==> src/rtl/fetch_ctrl_pkg.sv <==
// Shared types and constants for the fetch-stage sequencer (fetch_ctrl).
package fetch_ctrl_pkg;

    localparam int PC_W        = 8;
    localparam int FLUSH_CNT_W = 3;

    typedef enum logic [1:0] {
        BOOT  = 2'd0,
        RUN   = 2'd1,
        FLUSH = 2'd2,
        HALT  = 2'd3
    } fc_state_t;

    typedef enum logic [2:0] {
        ACT_NONE   = 3'd0,
        ACT_BRANCH = 3'd1,
        ACT_JUMP   = 3'd2,
        ACT_HALT   = 3'd3,
        ACT_STALL  = 3'd4
    } arb_act_t;

    function automatic logic [15:0] sat_inc16(input logic [15:0] value);
        return (value == 16'hFFFF) ? value : value + 16'd1;
    endfunction

endpackage

==> src/rtl/fetch_ctrl_redirect_arb.sv <==
// Priority pick among branch, jump, halt and stall requests for the RUN state.
module redirect_arb
    import fetch_ctrl_pkg::*;
(
    input  logic            br_taken,
    input  logic [PC_W-1:0] br_target,
    input  logic            jmp_req,
    input  logic [PC_W-1:0] jmp_target,
    input  logic            halt_req,
    input  logic            stall_req,
    output arb_act_t        act,
    output logic [PC_W-1:0] target
);

    // Older instruction (execute-stage branch) wins over the younger jump.
    always_comb begin
        act    = ACT_NONE;
        target = br_target;
        if (br_taken) begin
            act    = ACT_BRANCH;
            target = br_target;
        end else if (jmp_req) begin
            act    = ACT_JUMP;
            target = jmp_target;
        end else if (halt_req) begin
            act    = ACT_HALT;
        end else if (stall_req) begin
            act    = ACT_STALL;
        end else begin
            act    = ACT_NONE;
        end
    end

endmodule

==> src/rtl/fetch_ctrl.sv <==
// Fetch-stage sequencer: PC write port, redirect flush, stall hold and halt/resume.
// Optional perf counters (redirectCnt, stallCnt) enabled by defining FETCH_CTRL_PERF_EN.
module fetch_ctrl
    import fetch_ctrl_pkg::*;
#(
    parameter logic [PC_W-1:0] RESET_PC     = 8'h00,
    parameter int              FLUSH_CYCLES = 2
) (
    input  logic            clk,
    input  logic            rst,
    input  logic            stallReq,
    input  logic            brTaken,
    input  logic [PC_W-1:0] brTarget,
    input  logic            jmpReq,
    input  logic [PC_W-1:0] jmpTarget,
    input  logic            haltReq,
    input  logic            resume,
    output logic            pcWrEn,
    output logic [PC_W-1:0] newPc,
    output logic            pcHold,
    output logic            flushFD,
    output logic            flushDE,
    output logic            halted
`ifdef FETCH_CTRL_PERF_EN
    ,
    output logic [15:0]     redirectCnt,
    output logic [15:0]     stallCnt
`endif
);

    localparam logic [FLUSH_CNT_W-1:0] FLUSH_LOAD = FLUSH_CNT_W'(FLUSH_CYCLES - 1);

    fc_state_t              state_r, state_s;
    logic [FLUSH_CNT_W-1:0] cnt_r, cnt_s;
    logic [PC_W-1:0]        target_r, target_s;
    logic                   pc_wr_en_s, flush_fd_s, flush_de_s, halted_s;
    logic [PC_W-1:0]        new_pc_s;
    logic                   redirect_s;
    arb_act_t               act_s;
    logic [PC_W-1:0]        arb_target_s;

    redirect_arb u_arb (
        .br_taken  (brTaken),
        .br_target (brTarget),
        .jmp_req   (jmpReq),
        .jmp_target(jmpTarget),
        .halt_req  (haltReq),
        .stall_req (stallReq),
        .act       (act_s),
        .target    (arb_target_s)
    );

    // A redirect in a stall cycle wins, so the hold drops that cycle.
    assign pcHold = ((state_r == RUN) && stallReq && !brTaken && !jmpReq) || (state_r == HALT);

    // Next state plus the values the registered outputs take for the next cycle.
    always_comb begin
        state_s    = state_r;
        cnt_s      = cnt_r;
        target_s   = target_r;
        pc_wr_en_s = 1'b0;
        new_pc_s   = newPc;
        flush_fd_s = 1'b0;
        flush_de_s = 1'b0;
        halted_s   = 1'b0;
        redirect_s = 1'b0;
        case (state_r)
            BOOT: begin
                state_s = RUN;
            end
            RUN: begin
                case (act_s)
                    ACT_BRANCH, ACT_JUMP: begin
                        state_s    = FLUSH;
                        target_s   = arb_target_s;
                        cnt_s      = FLUSH_LOAD;
                        pc_wr_en_s = 1'b1;
                        new_pc_s   = arb_target_s;
                        flush_fd_s = 1'b1;
                        flush_de_s = 1'b1;
                        redirect_s = 1'b1;
                    end
                    ACT_HALT: begin
                        state_s  = HALT;
                        halted_s = 1'b1;
                    end
                    default: begin
                        state_s = RUN;
                    end
                endcase
            end
            FLUSH: begin
                if (cnt_r == {FLUSH_CNT_W{1'b0}}) begin
                    state_s = RUN;
                end else begin
                    cnt_s      = cnt_r - {{(FLUSH_CNT_W-1){1'b0}}, 1'b1};
                    flush_fd_s = 1'b1;
                end
            end
            HALT: begin
                if (resume) begin
                    state_s = RUN;
                end else begin
                    halted_s = 1'b1;
                end
            end
            default: begin
                state_s = BOOT;
            end
        endcase
    end

    // State, flush counter, latched target and registered outputs.
    always_ff @(posedge clk or posedge rst) begin
        if (rst) begin
            state_r  <= BOOT;
            cnt_r    <= {FLUSH_CNT_W{1'b0}};
            target_r <= {PC_W{1'b0}};
            pcWrEn   <= 1'b1;
            newPc    <= RESET_PC;
            flushFD  <= 1'b0;
            flushDE  <= 1'b0;
            halted   <= 1'b0;
        end else begin
            state_r  <= state_s;
            cnt_r    <= cnt_s;
            target_r <= target_s;
            pcWrEn   <= pc_wr_en_s;
            newPc    <= new_pc_s;
            flushFD  <= flush_fd_s;
            flushDE  <= flush_de_s;
            halted   <= halted_s;
        end
    end

`ifdef FETCH_CTRL_PERF_EN
    logic [15:0] redirect_cnt_r;
    logic [15:0] stall_cnt_r;

    // Saturating counts of accepted redirects and held RUN cycles.
    always_ff @(posedge clk or posedge rst) begin
        if (rst) begin
            redirect_cnt_r <= 16'd0;
            stall_cnt_r    <= 16'd0;
        end else begin
            if (redirect_s) begin
                redirect_cnt_r <= sat_inc16(redirect_cnt_r);
            end
            if ((state_r == RUN) && pcHold) begin
                stall_cnt_r <= sat_inc16(stall_cnt_r);
            end
        end
    end

    assign redirectCnt = redirect_cnt_r;
    assign stallCnt    = stall_cnt_r;
`endif

endmodule

==> config.mk <==
export PLATFORM = sky130hd
export DESIGN_NAME = fetch_ctrl
export DESIGN_NICKNAME = d
export VERILOG_FILES = /design/src/rtl/fetch_ctrl_pkg.sv /design/src/rtl/fetch_ctrl_redirect_arb.sv /design/src/rtl/fetch_ctrl.sv
export SDC_FILE = /design/constraint.sdc
export NUM_CORES = 1
export LEC_CHECK = 0
export CAP_MARGIN = 40
export CORE_UTILIZATION = 45
export DETAILED_ROUTE_END_ITERATION = 10
export PLACE_DENSITY = 0.83
export SYNTH_ARGS = -nofsm -noshare
export SYNTH_HDL_FRONTEND = slang
export SYNTH_SLANG_ARGS = --single-unit
==> constraint.sdc <==
create_clock -name clk -period 2.3 [get_ports clk]
set_input_delay 0.23 -clock clk [delete_from_list [all_inputs] [get_ports clk]]
set_output_delay 0.23 -clock clk [all_outputs]
set_load 0.03 [all_outputs]
Sequential cells coloured by netlist name:
Bar = 10 um. Other sequential cells in the stronger grey, the rest of the logic in the fainter grey.
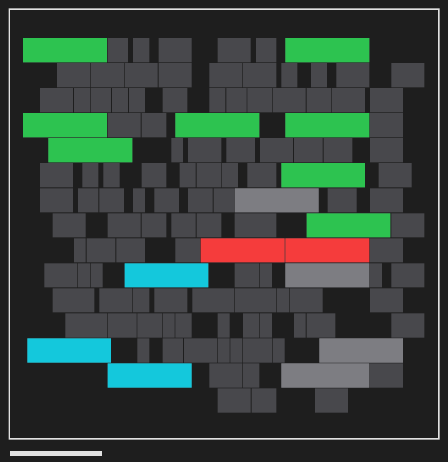
Red stands for state_r, flops 2. Cyan stands for cnt_r, flops 3. Green stands for newPc, flops 8.
Another 4 sequential cells are not coloured.

Signal wires by layer:
Bar = 10 um. Only two layers are drawn.
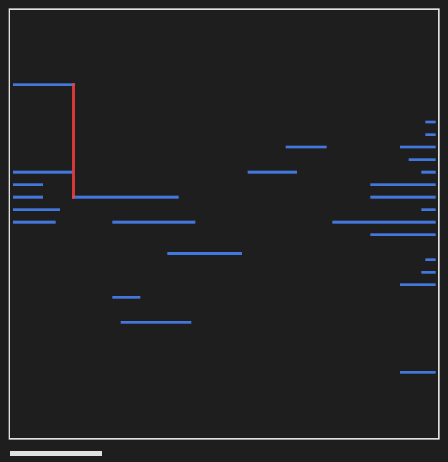
Red stands for met4, wire length 12.2 um. Blue stands for met3, wire length 126 um.

Gate families picked out:
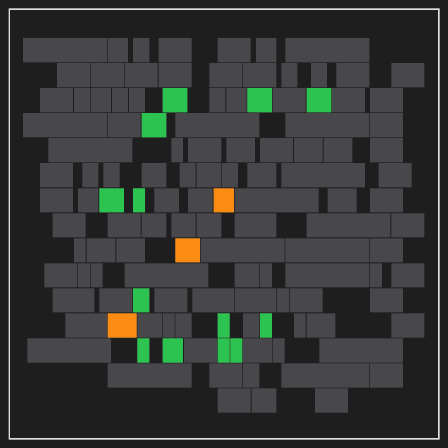
Green stands for NAND gates, cells 13, most used nand2_1. Orange stands for NOR gates, cells 3.

Routing congestion map:
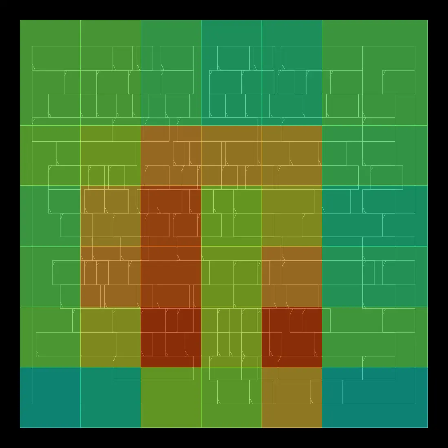
busiest layer in global routing: met2
WL/cell: 13.78 um
Final Util: 0.7277
Total Routing Usage GR: 0.2160
M3 GR Usage: 0.03529

Placement by cell class:
Bar = 10 um.
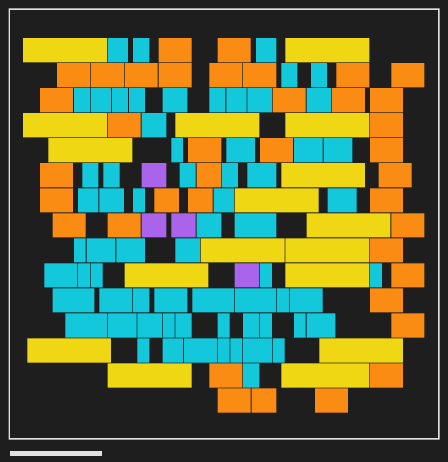
Purple stands for clock drivers and dummy loads, cells 4, share of their area 2.4%. Orange stands for other buffers and delay cells, cells 38, share of their area 29%. Yellow stands for flip-flops, cells 17, share of their area 34%. Cyan stands for all other logic, cells 66, share of their area 35%.

==> flow_metrics.py <==
# Generated from Yosys and OpenROAD reports
metrics = {
    "final_timing": {
        "clock.fmax_mhz": 508.6,
        "period_minus_slack_ns": 1.966,
        "hold_violations": 0,
    },
    "pwr": {
        "p_seq_frac": 0.309,
        "switching_share": 0.4349,
        "switching_power_uw": 711.7,
    },
    "synth": {
        "xor_share": 0,
        "netlist_top_cells_count": "dfrtp_1, inv_1, o21ai_0",
        "syn_area_per_cell_um2": 10.25,
        "top_cell": "dfrtp_1",
    },
    "placed_design": {
        "place_congestion": 0.7952,
        "placedInstanceArea_um2": 1267,
    },
    "finish": {
        "flop_area_um2": 426.7,
        "final_cell_area_um2": 1297,
        "layout.nonclk_buf_frac": 0.2854,
        "comb_share": 0.3095,
        "drive_above_1_share": 0.07200,
        "n_fill_cell": 130,
        "layout.area.comb_um2": 401.6,
    },
    "clocking": {
        "cts.sink_count": 17,
        "tritoncts": "yes",
        "clk_pin_slew_ns": 0.11,
        "cts-resized-gates": 0,
    },
    "worst_setup_path": {
        "cp_num_cells": 6,
        "cp_common_cell": "nand2_1",
        "startpoint_type": "register",
        "critPathKind": "reg -> out",
        "cp_top_family": "simple AND/OR/NAND/NOR gates",
    },
    "grt": {
        "antenna_found_initial": 0,
        "grt_pass1_wl_um": 3215,
        "grt.met1_usage": 0.3120,
        "grt.overflow.total": 0,
    },
    "run_status": {
        "status": "complete, no violations",
    },
    "drt": {
        "drcViolationCount": 0,
        "vias": 797,
        "antenna_left": 0,
        "drt-pass1-iter-count": 4,
        "vias_per_cell": 5.313,
    },
    "floorplanning": {
        "fp_util": 0.5004,
    },
    "run": {
        "cap_violations": 0,
    },
}
-- flip-flops by register name (all words and copies together), names as in the netlist --
name     flops
cnt_r        3
newPc        8
flushFD      1
state_r      2
halted       1
pcWrEn       1
flushDE      1
-- through the flow --
stage / power [mW] / setup WS [ns] / hold slack, ns / cells
3_5_place_dp: 1.476 / 0.5106 / 0.4930 / 146
3_3_place_gp: 1.447 / 0.5288 / 0.4880 / 146
5_1_grt: 1.757 / 0.1713 / 0.3704 / 150
2_1_floorplan: 1.116 / 0.7298 / 0.1553 / 87
4_1_cts: 1.647 / 0.3209 / 0.3304 / 150
6_report: 1.636 / 0.3340 / 0.3114 / 150
No activity file was given, so power comes from the tool's default toggle rates.
